===== src/rtl/wrapping_pointer_controller_if.sv =====
// Handshake/status bundle between producer/consumer logic and the
// wrapping pointer controller.
//   write_request / read_request : requests from producer / consumer
//   write_enable  / read_enable  : accepted strobes (combinational)
//   write_index   / read_index   : storage entries to access (registered)
//   level, full, empty           : occupancy status
//   flush                        : only with WRAPPING_POINTER_CONTROLLER_FLUSH_EN
// Modports: master = requester side, slave = controller side.
interface wrapping_pointer_controller_if #(
    parameter int unsigned Depth      = 4,
    parameter int unsigned DepthLog2  = $clog2(Depth),
    parameter int unsigned LevelWidth = $clog2(Depth + 1)
);
    logic                  write_request;
    logic                  write_enable;
    logic [DepthLog2-1:0]  write_index;
    logic                  read_request;
    logic                  read_enable;
    logic [DepthLog2-1:0]  read_index;
    logic [LevelWidth-1:0] level;
    logic                  full;
    logic                  empty;
`ifdef WRAPPING_POINTER_CONTROLLER_FLUSH_EN
    logic                  flush;
`endif

    modport master (
        output write_request,
        output read_request,
`ifdef WRAPPING_POINTER_CONTROLLER_FLUSH_EN
        output flush,
`endif
        input  write_enable,
        input  write_index,
        input  read_enable,
        input  read_index,
        input  level,
        input  full,
        input  empty
    );

    modport slave (
        input  write_request,
        input  read_request,
`ifdef WRAPPING_POINTER_CONTROLLER_FLUSH_EN
        input  flush,
`endif
        output write_enable,
        output write_index,
        output read_enable,
        output read_index,
        output level,
        output full,
        output empty
    );
endinterface


===== src/rtl/wrapping_pointer_controller.sv =====
// Read/write pointer controller for a circular buffer of any Depth >= 2.
// Each pointer is an index plus a lap bit; full/empty come from comparing
// the pointers, level is a separately registered occupancy counter.
// Ports:
//   clk_i    : clock, all state on rising edge
//   rst_ni   : synchronous active-low reset
//   ctrl_io  : wrapping_pointer_controller_if.slave (requests in, strobes,
//              indices, level and flags out)
// Optional feature: define WRAPPING_POINTER_CONTROLLER_FLUSH_EN to add a
// flush input (in the interface) that returns all state to the reset state.
module wrapping_pointer_controller #(
    parameter int unsigned Depth      = 4,
    parameter int unsigned DepthLog2  = $clog2(Depth),
    parameter int unsigned LevelWidth = $clog2(Depth + 1)
) (
    input  logic                          clk_i,
    input  logic                          rst_ni,
    wrapping_pointer_controller_if.slave  ctrl_io
);
    localparam int unsigned PtrWidth = DepthLog2 + 1;
    localparam bit IsPow2 = ((Depth & (Depth - 1)) == 0);
    localparam logic [DepthLog2-1:0] LastIdx = DepthLog2'(Depth - 1);

    // {lap, index}
    logic [PtrWidth-1:0]   wr_ptr_q, wr_ptr_d;
    logic [PtrWidth-1:0]   rd_ptr_q, rd_ptr_d;
    logic [LevelWidth-1:0] level_q, level_d;
    logic                  idx_eq, full, empty, wr_en, rd_en, flush;

    // Power-of-2 depth: the index carry is the lap bit. Otherwise wrap
    // explicitly at Depth-1 so out-of-range indices never appear.
    function automatic logic [PtrWidth-1:0] advance(logic [PtrWidth-1:0] ptr);
        if (IsPow2) begin
            return ptr + PtrWidth'(1);
        end else if (ptr[DepthLog2-1:0] == LastIdx) begin
            return {~ptr[DepthLog2], {DepthLog2{1'b0}}};
        end else begin
            return ptr + PtrWidth'(1);
        end
    endfunction

`ifdef WRAPPING_POINTER_CONTROLLER_FLUSH_EN
    assign flush = ctrl_io.flush;
`else
    assign flush = 1'b0;
`endif

    assign idx_eq = (wr_ptr_q[DepthLog2-1:0] == rd_ptr_q[DepthLog2-1:0]);
    assign empty  = idx_eq & (wr_ptr_q[DepthLog2] == rd_ptr_q[DepthLog2]);
    assign full   = idx_eq & (wr_ptr_q[DepthLog2] != rd_ptr_q[DepthLog2]);
    // full and empty are exclusive, so the "full + both" and "empty + both"
    // tie-breaks fall straight out of these two gates.
    assign wr_en  = ctrl_io.write_request & ~full & ~flush;
    assign rd_en  = ctrl_io.read_request & ~empty & ~flush;

    always_comb begin
        wr_ptr_d = wr_ptr_q;
        rd_ptr_d = rd_ptr_q;
        level_d  = level_q;
        if (flush) begin
            wr_ptr_d = '0;
            rd_ptr_d = '0;
            level_d  = '0;
        end else begin
            if (wr_en) wr_ptr_d = advance(wr_ptr_q);
            if (rd_en) rd_ptr_d = advance(rd_ptr_q);
            case ({wr_en, rd_en})
                2'b10:   level_d = level_q + LevelWidth'(1);
                2'b01:   level_d = level_q - LevelWidth'(1);
                default: level_d = level_q;
            endcase
        end
    end

    always_ff @(posedge clk_i) begin
        if (!rst_ni) begin
            wr_ptr_q <= '0;
            rd_ptr_q <= '0;
            level_q  <= '0;
        end else begin
            wr_ptr_q <= wr_ptr_d;
            rd_ptr_q <= rd_ptr_d;
            level_q  <= level_d;
        end
    end

    assign ctrl_io.write_enable = wr_en;
    assign ctrl_io.read_enable  = rd_en;
    assign ctrl_io.write_index  = wr_ptr_q[DepthLog2-1:0];
    assign ctrl_io.read_index   = rd_ptr_q[DepthLog2-1:0];
    assign ctrl_io.level        = level_q;
    assign ctrl_io.full         = full;
    assign ctrl_io.empty        = empty;

    // The level counter and the pointer-derived flags must tell the same story.
    level_flags_agree: assert property (@(posedge clk_i) disable iff (!rst_ni)
        (empty == (level_q == '0)) && (full == (level_q == LevelWidth'(Depth))));

    indices_in_range: assert property (@(posedge clk_i) disable iff (!rst_ni)
        (wr_ptr_q[DepthLog2-1:0] <= LastIdx) && (rd_ptr_q[DepthLog2-1:0] <= LastIdx));
endmodule


===== src/flat_wrapper.sv =====
// flat-port wrapper written by rule: the top's interface ports become plain ports
module wrapping_pointer_controller_flat 
#(
    parameter int unsigned Depth      = 4,
    parameter int unsigned DepthLog2  = $clog2(Depth),
    parameter int unsigned LevelWidth = $clog2(Depth + 1)
)
  (clk_i, rst_ni, ctrl_io_write_request, ctrl_io_read_request, ctrl_io_write_enable, ctrl_io_write_index, ctrl_io_read_enable, ctrl_io_read_index, ctrl_io_level, ctrl_io_full, ctrl_io_empty);
  wrapping_pointer_controller_if #(.Depth(Depth), .DepthLog2(DepthLog2), .LevelWidth(LevelWidth)) ctrl_io_i ();
  input  logic clk_i;
  input  logic rst_ni;
  input wire logic [$bits(ctrl_io_i.write_request)-1:0] ctrl_io_write_request;
  input wire logic [$bits(ctrl_io_i.read_request)-1:0] ctrl_io_read_request;
  output wire logic [$bits(ctrl_io_i.write_enable)-1:0] ctrl_io_write_enable;
  output wire logic [$bits(ctrl_io_i.write_index)-1:0] ctrl_io_write_index;
  output wire logic [$bits(ctrl_io_i.read_enable)-1:0] ctrl_io_read_enable;
  output wire logic [$bits(ctrl_io_i.read_index)-1:0] ctrl_io_read_index;
  output wire logic [$bits(ctrl_io_i.level)-1:0] ctrl_io_level;
  output wire logic [$bits(ctrl_io_i.full)-1:0] ctrl_io_full;
  output wire logic [$bits(ctrl_io_i.empty)-1:0] ctrl_io_empty;
  assign ctrl_io_i.write_request = ctrl_io_write_request;
  assign ctrl_io_i.read_request = ctrl_io_read_request;
  assign ctrl_io_write_enable = ctrl_io_i.write_enable;
  assign ctrl_io_write_index = ctrl_io_i.write_index;
  assign ctrl_io_read_enable = ctrl_io_i.read_enable;
  assign ctrl_io_read_index = ctrl_io_i.read_index;
  assign ctrl_io_level = ctrl_io_i.level;
  assign ctrl_io_full = ctrl_io_i.full;
  assign ctrl_io_empty = ctrl_io_i.empty;
  wrapping_pointer_controller #(.Depth(Depth), .DepthLog2(DepthLog2), .LevelWidth(LevelWidth)) u_core (.clk_i(clk_i), .rst_ni(rst_ni), .ctrl_io(ctrl_io_i));
endmodule

===== config.mk =====
export PLATFORM = sky130hd
export DESIGN_NAME = wrapping_pointer_controller_flat
export DESIGN_NICKNAME = d
export VERILOG_FILES = /design/src/rtl/wrapping_pointer_controller_if.sv /design/src/rtl/wrapping_pointer_controller.sv /design/src/flat_wrapper.sv
export SDC_FILE = /design/constraint.sdc
export NUM_CORES = 1
export LEC_CHECK = 0
export CAP_MARGIN = 20
export CORE_ASPECT_RATIO = 1.1
export CORE_MARGIN = 4
export CORE_UTILIZATION = 40
export CTS_CLUSTER_SIZE = 24
export DETAILED_ROUTE_END_ITERATION = 10
export GPL_TIMING_DRIVEN = 0
export PLACE_DENSITY = 0.74
export SLEW_MARGIN = 20
export SYNTH_ARGS = -nofsm -noshare
export SYNTH_HDL_FRONTEND = slang
export SYNTH_SLANG_ARGS = --single-unit
export TNS_END_PERCENT = 50

===== constraint.sdc =====
create_clock -name clk_i -period 6.9 [get_ports clk_i]
set_input_delay 1.38 -clock clk_i [delete_from_list [all_inputs] [get_ports clk_i]]
set_output_delay 1.38 -clock clk_i [all_outputs]
set_load 0.01 [all_outputs]

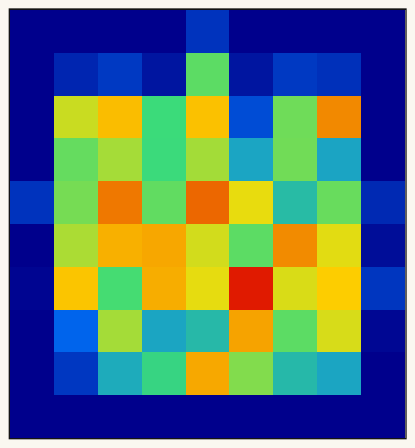
**Above:** local utilization.
9 x 10 tiles, from dark blue (low) to red (high), 0 to 100% covered.
tiles over 75% full	16%
fullest tile	97%
mean over tiles	35%
densest ninth of the die	middle
nearly empty tiles	32%

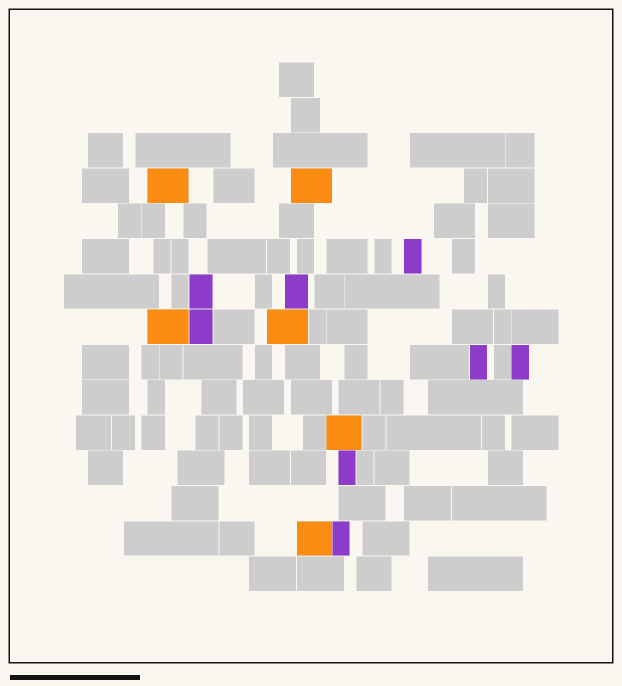
**Above:** gate families picked out.
The bar under the picture is 10 µm long.
color	family	cells	most used
orange	AND-OR and OR-AND gates	6	o31a_1
purple	NOR gates	8	nor2_1

==> flow_metrics.env <==
# implementation run metrics
export IMPL_vias=639
export IMPL_instances_no_fill=115
export IMPL_crit_path_frequent_cell="clkdlybuf4s50_1"
export IMPL_rows=15
export IMPL_grtUsageMet2=0.252
export IMPL_drive_gt1_frac=0.102
export IMPL_crit_path_end_kind="output port"
export IMPL_finalClockSkew_ns=0.00354
export IMPL_utilization=0.531
export IMPL_drc=0
export IMPL_r2r_end="u_core.ctrl_io.level[2]"
export IMPL_post_cts_setup_buffers=0
export IMPL_slew_headroom=0.614
export IMPL_tns_ns=0
export IMPL_ant_nets=0
export IMPL_final_cell_mix="clkdlybuf4s50_1 (13), a21oi_1 (10), dfxtp_1 (9)"
export IMPL_comb_area_um2=409
export IMPL_drv_cap=0
export IMPL_slowest_delay_ns=0.60
export IMPL_dp_hpwl_um=1150
export IMPL_synth_flops=9
export IMPL_routabilityCongestion=0.780
export IMPL_cp_depth=3
export IMPL_chipArea_um2=2330
export IMPL_sh_seq_area=0.218
export IMPL_top_cell_area_share=0.277
export IMPL_ys_cells=81
export IMPL_status="finished clean"
export IMPL_overflow=0
export IMPL_top_layer_used="met4"
export IMPL_top_power_group="combinational logic"
export IMPL_post_place_ws_ns=2.78
export IMPL_path_delay_family="buffers and inverters"
export IMPL_cts_resized=0
export IMPL_internal_power_w=0.000201
export IMPL_top_usage_layer="met2"
export IMPL_arrival_ns=2.74
export IMPL_ff_count=9
export IMPL_p_seq_frac=0.268
export IMPL_hp_class="reg -> reg"
export IMPL_muxShareOfSynthArea=0
export IMPL_top_cell="a21oi_1"
export IMPL_synthTopCellsByArea="dfxtp_1 (28%), a21oi_1 (7.7%), xor2_1 (6.7%), buf_4 (5.8%), ha_1 (5.8%)"
